===== src/rtl/ship_pkg.sv =====
// Shared constants, colours and bullet FSM encoding for the player ship block.
package ship_pkg;

  localparam logic [10:0] H_RES       = 11'd640;
  localparam logic [10:0] V_RES       = 11'd480;
  localparam logic [10:0] SHIP_Y      = 11'd448;
  localparam logic [10:0] SHIP_W      = 11'd16;
  localparam logic [10:0] SHIP_H      = 11'd16;
  localparam logic [10:0] BULLET_W    = 11'd2;
  localparam logic [10:0] BULLET_H    = 11'd8;
  localparam logic [10:0] SHIP_X_RST  = 11'd312;
  localparam logic [10:0] BULLET_XOFF = 11'd7;

  localparam logic [2:0] RGB_OFF    = 3'b000;
  localparam logic [2:0] RGB_SHIP   = 3'b010;
  localparam logic [2:0] RGB_BULLET = 3'b110;

  typedef enum logic {
    ST_IDLE = 1'b0,
    ST_FLY  = 1'b1
  } bullet_state_e;

endpackage


===== src/rtl/ship_unit_rom.sv =====
// 16x16 ship bitmap; bit 15 of each row is the leftmost column.
module ship_rom (
  input  logic [3:0]  row,
  output logic [15:0] data
);

  // Row lookup
  always_comb begin
    case (row)
      4'd0:    data = 16'h0180;
      4'd1:    data = 16'h0180;
      4'd2:    data = 16'h03C0;
      4'd3:    data = 16'h03C0;
      4'd4:    data = 16'h07E0;
      4'd5:    data = 16'h07E0;
      4'd6:    data = 16'h0FF0;
      4'd7:    data = 16'h1FF8;
      4'd8:    data = 16'h3FFC;
      4'd9:    data = 16'h7FFE;
      4'd10:   data = 16'hFFFF;
      4'd11:   data = 16'hFFFF;
      4'd12:   data = 16'hFFFF;
      4'd13:   data = 16'hE7E7;
      4'd14:   data = 16'hC3C3;
      4'd15:   data = 16'h8181;
      default: data = 16'h0000;
    endcase
  end

endmodule


===== src/rtl/ship_unit.sv =====
// Player ship and single bullet: button sync, per-frame motion, bullet FSM
// and pixel-level object colour generation.
module ship_unit
  import ship_pkg::*;
#(
  parameter logic [10:0] H_RES       = ship_pkg::H_RES,
  parameter logic [10:0] V_RES       = ship_pkg::V_RES,
  parameter logic [10:0] SHIP_Y      = ship_pkg::SHIP_Y,
  parameter logic [10:0] SHIP_STEP   = 11'd4,
  parameter logic [10:0] BULLET_STEP = 11'd8
) (
  input  logic        clk,
  input  logic        reset,
  input  logic        p_tick,
  input  logic        video_on,
  input  logic [10:0] pixel_x,
  input  logic [10:0] pixel_y,
  input  logic        btn_left,
  input  logic        btn_right,
  input  logic        btn_fire,
  input  logic        hit,
  output logic [10:0] ship_x,
  output logic [10:0] bullet_x,
  output logic [10:0] bullet_y,
  output logic        bullet_active,
  output logic        frame_tick,
  output logic        obj_on,
  output logic [2:0]  rgb
);

  localparam logic [10:0] SHIP_X_MAX = H_RES - SHIP_W;
  localparam logic [10:0] BULLET_Y0  = SHIP_Y - BULLET_H;

  logic [2:0]    btn_meta_r, btn_sync_r;
  logic          fire_prev_r, fire_req_r, frame_tick_r;
  logic [10:0]   ship_x_r, bullet_x_r, bullet_y_r;
  bullet_state_e state_r, state_s;
  logic [10:0]   ship_x_s, bullet_x_s, bullet_y_s;
  logic          fire_req_s, frame_s, fire_edge_s;
  logic          left_s, right_s;
  logic [10:0]   ship_dx_s, ship_dy_s, bul_dx_s, bul_dy_s;
  logic [15:0]   rom_data_s;
  logic          ship_on_s, bullet_on_s;

  assign left_s      = btn_sync_r[0];
  assign right_s     = btn_sync_r[1];
  assign fire_edge_s = btn_sync_r[2] & ~fire_prev_r;
  assign frame_s     = p_tick && (pixel_x == 11'd0) && (pixel_y == V_RES);

  // Button synchronizers, fire edge history and frame strobe
  always_ff @(posedge clk or negedge reset) begin
    if (!reset) begin
      btn_meta_r   <= 3'b000;
      btn_sync_r   <= 3'b000;
      fire_prev_r  <= 1'b0;
      frame_tick_r <= 1'b0;
    end else begin
      btn_meta_r   <= {btn_fire, btn_right, btn_left};
      btn_sync_r   <= btn_meta_r;
      fire_prev_r  <= btn_sync_r[2];
      frame_tick_r <= frame_s;
    end
  end

  // Ship motion; compare before subtracting so the position never wraps
  always_comb begin
    ship_x_s = ship_x_r;
    if (frame_tick_r) begin
      case ({left_s, right_s})
        2'b10:   ship_x_s = (ship_x_r < SHIP_STEP) ? 11'd0 : ship_x_r - SHIP_STEP;
        2'b01:   ship_x_s = (ship_x_r > SHIP_X_MAX - SHIP_STEP) ? SHIP_X_MAX
                                                                : ship_x_r + SHIP_STEP;
        default: ship_x_s = ship_x_r;
      endcase
    end else begin
      ship_x_s = ship_x_r;
    end
  end

  // Bullet FSM next state; hit outranks a coincident frame tick
  always_comb begin
    state_s    = state_r;
    bullet_x_s = bullet_x_r;
    bullet_y_s = bullet_y_r;
    fire_req_s = fire_req_r;
    case (state_r)
      ST_IDLE: begin
        if (frame_tick_r && fire_req_r) begin
          state_s    = ST_FLY;
          bullet_x_s = ship_x_r + BULLET_XOFF;
          bullet_y_s = BULLET_Y0;
          fire_req_s = 1'b0;
        end else if (fire_edge_s) begin
          fire_req_s = 1'b1;
        end else begin
          fire_req_s = fire_req_r;
        end
      end
      ST_FLY: begin
        fire_req_s = 1'b0;
        if (hit) begin
          state_s = ST_IDLE;
        end else if (frame_tick_r) begin
          if (bullet_y_r < BULLET_STEP) begin
            state_s = ST_IDLE;
          end else begin
            bullet_y_s = bullet_y_r - BULLET_STEP;
          end
        end else begin
          state_s = ST_FLY;
        end
      end
      default: begin
        state_s    = ST_IDLE;
        fire_req_s = 1'b0;
      end
    endcase
  end

  // Position and FSM state registers
  always_ff @(posedge clk or negedge reset) begin
    if (!reset) begin
      ship_x_r   <= SHIP_X_RST;
      bullet_x_r <= 11'd0;
      bullet_y_r <= 11'd0;
      state_r    <= ST_IDLE;
      fire_req_r <= 1'b0;
    end else begin
      ship_x_r   <= ship_x_s;
      bullet_x_r <= bullet_x_s;
      bullet_y_r <= bullet_y_s;
      state_r    <= state_s;
      fire_req_r <= fire_req_s;
    end
  end

  assign ship_dx_s = pixel_x - ship_x_r;
  assign ship_dy_s = pixel_y - SHIP_Y;
  assign bul_dx_s  = pixel_x - bullet_x_r;
  assign bul_dy_s  = pixel_y - bullet_y_r;

  ship_rom u_rom (
    .row  (ship_dy_s[3:0]),
    .data (rom_data_s)
  );

  // Object hit tests and colour priority
  always_comb begin
    ship_on_s   = (pixel_x >= ship_x_r) && (ship_dx_s < SHIP_W) &&
                  (pixel_y >= SHIP_Y) && (ship_dy_s < SHIP_H) &&
                  rom_data_s[4'd15 - ship_dx_s[3:0]];
    bullet_on_s = (state_r == ST_FLY) &&
                  (pixel_x >= bullet_x_r) && (bul_dx_s < BULLET_W) &&
                  (pixel_y >= bullet_y_r) && (bul_dy_s < BULLET_H);
    if (!video_on) begin
      rgb = RGB_OFF;
    end else if (ship_on_s) begin
      rgb = RGB_SHIP;
    end else if (bullet_on_s) begin
      rgb = RGB_BULLET;
    end else begin
      rgb = RGB_OFF;
    end
    obj_on = video_on & (ship_on_s | bullet_on_s);
  end

  assign ship_x        = ship_x_r;
  assign bullet_x      = bullet_x_r;
  assign bullet_y      = bullet_y_r;
  assign bullet_active = (state_r == ST_FLY);
  assign frame_tick    = frame_tick_r;

endmodule

===== config.mk =====
export PLATFORM = sky130hd
export DESIGN_NAME = ship_unit
export DESIGN_NICKNAME = d
export VERILOG_FILES = /design/src/rtl/ship_pkg.sv /design/src/rtl/ship_unit_rom.sv /design/src/rtl/ship_unit.sv
export SDC_FILE = /design/constraint.sdc
export NUM_CORES = 1
export LEC_CHECK = 0
export CORE_MARGIN = 2
export CORE_UTILIZATION = 45
export CTS_CLUSTER_DIAMETER = 30
export DETAILED_ROUTE_END_ITERATION = 6
export DONT_BUFFER_PORTS = 1
export HOLD_SLACK_MARGIN = 0.15
export MAX_ROUTING_LAYER = met4
export PLACE_DENSITY = 0.66
export SLEW_MARGIN = 20
export SYNTH_ARGS = -nofsm -noshare
export SYNTH_HDL_FRONTEND = slang
export SYNTH_SLANG_ARGS = --single-unit

===== constraint.sdc =====
create_clock -name clk -period 3.1 [get_ports clk]
set_clock_uncertainty 0.1 [all_clocks]
set_input_delay 0.465 -clock clk [delete_from_list [all_inputs] [get_ports clk]]
set_output_delay 0.465 -clock clk [all_outputs]
set_load 0.01 [all_outputs]

run_1/clock_nets.png
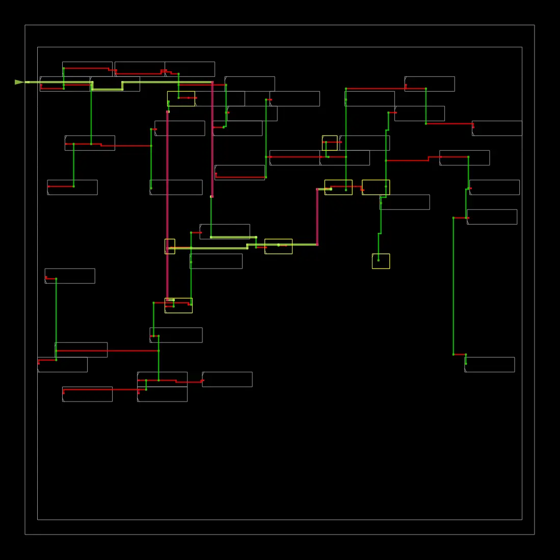
Flops: 37
clock sink total: 37
total CTS buffers: 5
worst skew pair latency: 300 ps
clk pwr: 0.000359 W

run_1/class_map.png
Fill, decap, tap and diode cells in grey.
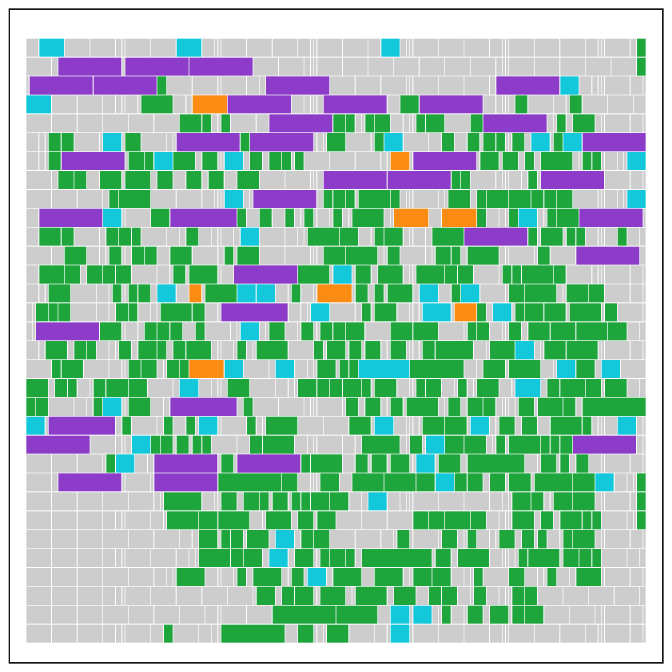
cyan -> remaining buffers and delay cells  # cells 54, share of their area 10%
orange -> clock drivers and dummy loads  # cells 8, share of their area 2.2%
purple -> registers  # cells 37, share of their area 22%
green -> remaining logic cells  # cells 393, share of their area 65%

==> results.json, run 1 <==
{
  "nFillCells": 748,
  "num_antenna_cells": 0,
  "die_w_um": 93.83,
  "max_cap_violations": 0,
  "logic_area_sq_um": 2544,
  "avgRoutedWirePerCell_um": 17.30,
  "p_comb_w": 0.000255,
  "violations": "setup timing",
  "syn_area_per_cell_sq_um": 8.141,
  "grt_remaining_overflow": 0,
  "fp.dieH_um": 93.83,
  "setup_slack_ps": -259.1,
  "outcome": "finished with violations",
  "startpoint": "bullet_x[1]",
  "buffer_area_frac": 0.1007,
  "dr.pass1.iters": 5,
  "synth.comb.largest_family": "AND-OR/OR-AND gates",
  "setup_viol": 3,
  "worstReg2RegStart": "ship_x[2]",
  "synth_top_area_share": 0.2274,
  "ys_cells": 446
}
run_1/m3.png
The bar under the picture is 20 um long.
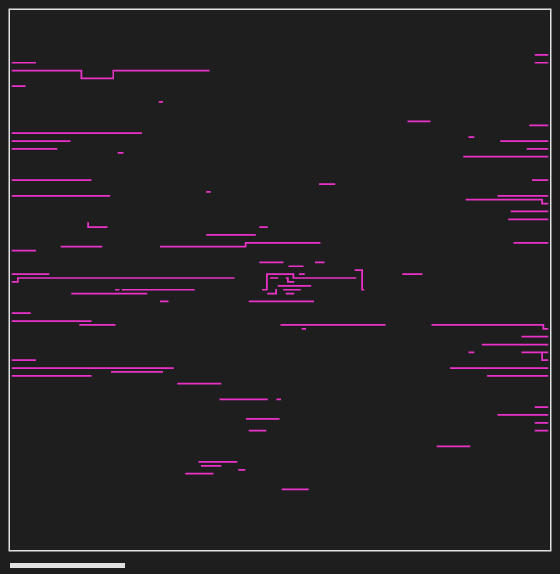
main direction = horizontal
longest straight run = 37.5 um
wire length on this layer = 613 um

==> run 2: changes to the inputs <==
- CTS_BUF_LIST: unset -> sky130_fd_sc_hd__clkbuf_8
run_2/clock_nets.png
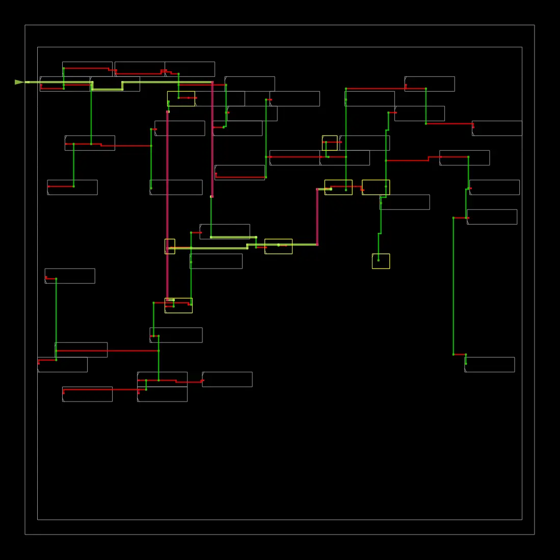
clkbuf count: 5

==> run 2 against run 1 <==
  * The run still ends with setup timing left
  * Synthesized cell count unchanged
  * Worst hold slack stayed put
  * Register-to-register slack barely moved
  * Fmax did not move
  * Final cell count did not move
  * Via count unchanged
  * Non-clock buffer count unchanged
  * Wire length unchanged
  * Combinational power hardly changed
  * Critical path depth stayed put
  * First-iteration DRC count stayed put
  * Largest cell class unchanged
  * Highest routed layer unchanged
==> results.json, run 2 <==
{
  "antenna_found_initial": 0,
  "violations": "setup timing",
  "syn_area_per_cell_sq_um": 8.141,
  "logic_area_sq_um": 2544,
  "hold_viol": 0,
  "grt_remaining_overflow": 0,
  "worstReg2RegStart": "ship_x[2]",
  "num_antenna_cells": 0,
  "synth_top_area_share": 0.2274,
  "clock_latency_ps": 300,
  "xor_area_frac": 0.06030,
  "p_clk_w": 0.000359,
  "seq_cells": 37,
  "clock-sinks": 37,
  "ir_drop_mv": 0.1862,
  "ys_cells": 446,
  "dr.pass1.iters": 5,
  "startpoint": "bullet_x[1]",
  "setup_slack_ps": -259.1,
  "cts_made_buffers": 5,
  "fp.dieH_um": 93.83,
  "avgRoutedWirePerCell_um": 17.30,
  "outcome": "finished with violations",
  "max_cap_violations": 0,
  "die_w_um": 93.83,
  "synth.comb.largest_family": "AND-OR/OR-AND gates",
  "synth_warnings": 0,
  "setup_viol": 3
}
Power figures rest on the tool's default switching activity, not on a simulated workload.
